[src/rtl/led_fade_driver.sv]
// led_fade_driver: four-channel PWM LED driver whose brightness ramps linearly toward a strobed on/off pattern
module led_fade_driver #(
  parameter int LEVEL_BITS = 8,
  parameter int FADE_DIV   = 1563
) (
  input  logic       clk_10MHz,
  input  logic       resetn,
  input  logic [3:0] pattern_in,
  input  logic       pattern_valid,
  output logic [3:0] led,
  output logic       busy,
  output logic       fade_done
);
  localparam int PW = FADE_DIV > 0 ? $clog2(FADE_DIV + 1) : 1;
  localparam logic [LEVEL_BITS-1:0] MAX = '1;
  logic [PW-1:0] pre;
  logic [LEVEL_BITS-1:0] pwm_cnt;
  logic [3:0] target, target_nx;
  logic [3:0][LEVEL_BITS-1:0] level, level_nx;
  logic tick, busy_nx;
  assign tick = pre == PW'(FADE_DIV);
  // steps use the old target; busy looks at the target being registered now
  always_comb begin
    target_nx = pattern_valid ? pattern_in : target;
    busy_nx = 1'b0;
    for (int i = 0; i < 4; i++) begin
      level_nx[i] = !tick ? level[i] :
                    target[i] ? (level[i] == MAX ? level[i] : level[i] + 1'b1) :
                                (level[i] == '0 ? level[i] : level[i] - 1'b1);
      busy_nx = busy_nx | (level_nx[i] != (target_nx[i] ? MAX : '0));
    end
  end
  always_ff @(posedge clk_10MHz or negedge resetn)
    if (!resetn) begin
      pre       <= '0;
      pwm_cnt   <= '0;
      target    <= '0;
      level     <= '0;
      led       <= '0;
      busy      <= 1'b0;
      fade_done <= 1'b0;
    end else begin
      pre       <= tick ? '0 : pre + 1'b1;
      pwm_cnt   <= pwm_cnt + 1'b1;
      target    <= target_nx;
      level     <= level_nx;
      for (int i = 0; i < 4; i++) led[i] <= level[i] == MAX || pwm_cnt < level[i];
      busy      <= busy_nx;
      fade_done <= busy & ~busy_nx;
    end
endmodule

[config.mk]
export PLATFORM = sky130hd
export DESIGN_NAME = led_fade_driver
export DESIGN_NICKNAME = d
export VERILOG_FILES = /design/src/rtl/led_fade_driver.sv
export SDC_FILE = /design/constraint.sdc
export NUM_CORES = 1
export LEC_CHECK = 0
export CORE_MARGIN = 5
export CORE_UTILIZATION = 68
export DETAILED_ROUTE_END_ITERATION = 6
export MAX_ROUTING_LAYER = met4
export PLACE_DENSITY_LB_ADDON = 0.15
export SYNTH_ARGS = -nofsm -noshare
export SYNTH_HDL_FRONTEND = slang
export SYNTH_SLANG_ARGS = --single-unit
[constraint.sdc]
create_clock -name clk_10MHz -period 5.86 [get_ports clk_10MHz]
set_input_delay 1.172 -clock clk_10MHz [delete_from_list [all_inputs] [get_ports clk_10MHz]]
set_output_delay 1.172 -clock clk_10MHz [all_outputs]
set_load 0.01 [all_outputs]
==> images/met1.png <==
Scale bar: 20 um.
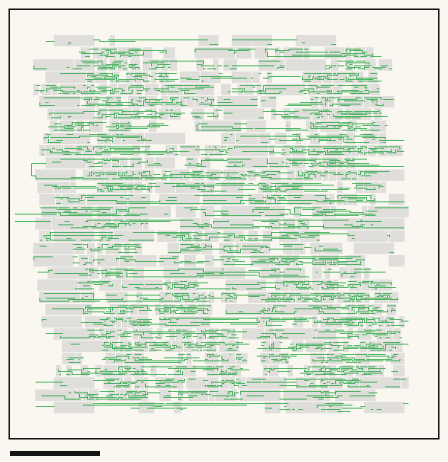
- nets with wire on the layer: 593
- longest straight run: 36.3 um

==> images/met2.png <==
Scale bar: 20 um.
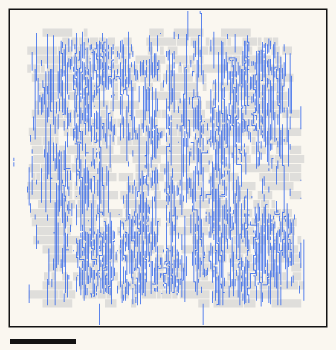
- longest straight run: 42.3 um
- wire length on this layer: 6020 um
- nets with wire on the layer: 538

==> images/met3.png <==
Scale bar: 20 um.
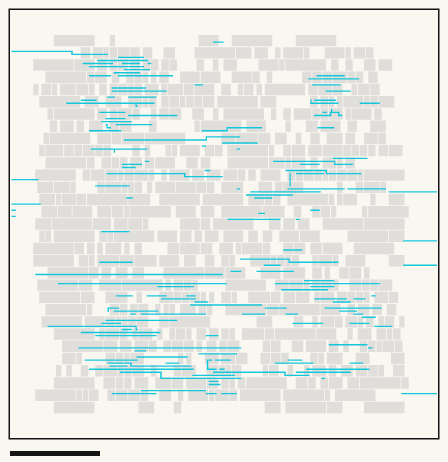
- longest straight run: 41.4 um
- nets with wire on the layer: 99
- wire length on this layer: 1160 um
- share of all routed wire: 9.1%

==> results_slide.txt <==
Run Summary

Timing
  – Least-Margin Pin Slew: 1.11 ns
  – Maximum clock rate: between 200 and 300 MHz
  – Worst rel slew slack: about 26%
  – # setup viols final: 0
  – RSZ-0062 raised after global routing: no
  – Worst Skew: 0.00877 ns
  – Final period util: 66.0%
  – Hold Vio Cnt, Final: 0
  – Slew Limit Fails: 0
  – Setup ws final: about 2.0 ns
  – Final min period: roughly 3.9 ns

Synthesis
  – Seq/Total Area, Yosys: 30.9%
  – Asr flop ratio synth: 100%
  – Post-Syn Instances: around 600
  – Post-synth EDFFs: 0
  – Syn Nets: roughly 650
  – Ys flop type: dfrtp_1
  – Yosys stat area: a little under 5000 um^2
  – Synth flops: between 60 and 70
  – Distinct lib cells: ~67
  – Syn Area/Cell: between 8 and 9 um^2
  – Synthesized area: roughly 5000 um^2

Worst setup path
  – Worst reg2reg endpoint: fade_done
  – CP bufs+invs: 1
  – Startpoint types: register
  – Critical path, cell by cell: ha_1, or4bb_1, or3_1, buf_4, a221o_1, nor2_1, nand2_1, or4_1, a222oi_1, and3_1
  – FF-to-FF path depth: 10
  – Worst path max stage delay: ~0.67 ns
  – Worst Setup Path Type: register to register
  – Reg2Reg Launch Point: pre[0]
  – Crit path required time: 6.13 ns
  – Arr. time, crit path: 4.14 ns

Die
  – Die Wd: roughly 95 um
  – Std cell rows: 31
  – Fp util: around 70%
  – Die ar.: ~9100 um^2
  – I/O pin count: 13
  – Die Ht: ~95 um

Hold path
  – Min-Delay Path Depth: 1
  – Hold WC Path Type: register to register
  – Worst hold start: pre[0]
  – Hold endpoint: pre[0]

Power
  – Worst vdd ir: about 0.16 mV
  – Int Power: approximately 0.00062 W
  – Comb pwr share: about 5.5%
  – Switching Power: 0.000207 W
  – Overall power: roughly 0.0008 W
  – Power share of the clock group: about two fifths
  – Power per cell area: between 150 and 200 nW/um^2
  – Net Sw Frac: 25.1%
  – Leak Pwr: about 2.3 nW

Final layout
  – Top Layout Cells: dfrtp_1 (61), inv_1 (57), ha_1 (42)
  – Nets: between 600 and 700
  – P&R area growth vs syn: 6.11%
  – Antenna Diode Count: 0
  – Layout cells sized above 1: under 10%

Run
  – Log Warnings: 34
  – Max-Cap Viols: 0

CTS
  – Clock Latency Late Sink: between 0.3 and 0.4 ns
  – CTS resizes: 0
  – CTS Buf Count: 9
  – Root Buffer: clkbuf_8
  – Post-CTS Setup Bufs: 0
  – Worst-path clk slew: 0.07 ns

Route
  – First-pass detailed-route iteration total: 7
  – DRT iter0 DRCs: ~390
  – Final ANT Viol Nets: 0
  – DRC: 0

Status
  – Outcome: completed

Global routing
  – Antenna violations before repair: 0
  – First-pass GRT wire length: between 20 and 25 mm
  – Total grt overflow: 0
  – Largest net degree at the start of global routing: approximately 62

Place
  – PortBufs: 12
  – Post-DP HPWL: approximately 9 mm
  – Final GP Congestion: slightly above 1
  – Setup WS pre-CTS: ~2.0 ns
==> images/met4.png <==
Scale bar: 20 um.
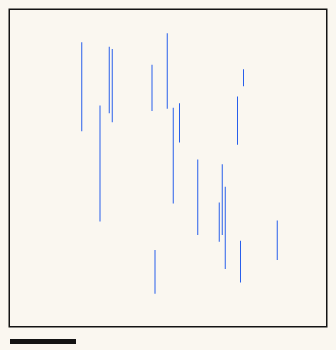
- share of all routed wire: 2.5%
- wire length on this layer: 314 um
- longest straight run: 34.7 um
- nets with wire on the layer: 13
aggregate routed wire length: 12.8 mm
via count: 4769

==> images/final_congestion.png <==
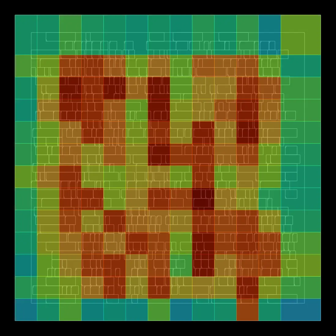
GRT met3 Usage: 5.13%
Total Routing Usage GR: 31.2%
final core occ: 73.0%
post-DR wirelength/cell: 18.4 um
grt peak-use layer: met2

==> per-layer routing <==
| layer | global-route usage [%] | part of all wire [%] |
|---|---|---|
| met1 | 40.9 | 41 |
| met2 | 48.7 | 47 |
| met3 | 5.13 | 9.1 |
| met4 | 11.5 | 2.5 |
| met5 | - | 0 |
==> cells in the mapped netlist (all sizes together), types with 4 or more instances <==
cell type	n	area, um^2
and4	4	35.0
o211ai	6	45.0
nor2	39	146
a21o	16	120
nor4	14	87.6
or3	6	37.5
a211oi	6	45.0
o2111ai	4	35.0
o21ai	42	210
xnor2	11	96.3
or4	8	60.1
nand2	25	93.8
and3	14	87.6
a21oi	34	170
xor2	8	70.1
clkbuf	27	101
nor2b	4	25.0
a211o	8	70.1
nor4b	4	35.0
inv	58	218
and2	5	31.3
ha	42	526
nand4	23	144
nor3	13	65.1
a31oi	6	37.5
or3b	4	35.0
buf	6	42.5
o21a	5	37.5
mux2i	6	60.1
nand2b	6	37.5
nand3	29	145
dfrtp	61	1530
==> worst max path at each step <==
stage	startpoint	end	slack (ns)	cells past startpoint
detailed placement	pre[0]	fade_done	2.05	10
CTS	pre[0]	fade_done	2.03	10
global route	pre[0]	fade_done	1.73	10
global placement	pre[0]	fade_done	2.20	10
floorplan	level[1]	fade_done	2.68	10
finish	pre[0]	fade_done	1.99	10
==> cells by family after synthesis <==
family / after synthesis / share of synthesized area (%)
adders and majority gates: 42 / 10.6
DFF: 61 / 30.9
xor gates and xnor gates: 19 / 3.37
buffers and inverters: 92 / 7.40
AOI/OAI and AO/OA: 167 / 22.7
muxes: 6 / 1.22
and+or+nand+nor: 210 / 23.7
==> stage by stage <==
step           cell area [um^2]  hold WS (ns)  cells
6_report                   5240         0.473    694
5_1_grt                    5240         0.508    694
4_1_cts                    5240         0.474    694
3_5_place_dp               5060         0.466    678
3_3_place_gp               5060         0.446    678
2_1_floorplan              4940         0.433    597
==> sequential cells by signal (all words and copies together) (netlist names) <==
register	flops
busy	1
pre	11
fade_done	1
level	32
led	4
pwm_cnt	8
target	4
==> area by class of cell <==
class	instances	area (um^2)	area share, %
Multi-Input combinational cell	444	3050	58.2
Sequential cell	61	1530	29.1
Inverter	59	221	4.23
Clock buffer	13	159	3.03
Timing Repair Buffer	15	138	2.63
Tap cell	99	124	2.36
Clock inverter	3	20.0	0.382
==> power by group through the flow <==
stage | Sequential (W) | Combinational (W) | Clock [W]
floorplan | 0.000436 | 0.0000323 | 0
global placement | 0.000446 | 0.0000438 | 0
detailed placement | 0.000446 | 0.0000447 | 0
CTS | 0.000438 | 0.0000451 | 0.000344
global route | 0.000439 | 0.0000505 | 0.000366
finish | 0.000438 | 0.0000452 | 0.000341
Power figures rest on the tool's default switching activity, not on a simulated workload.
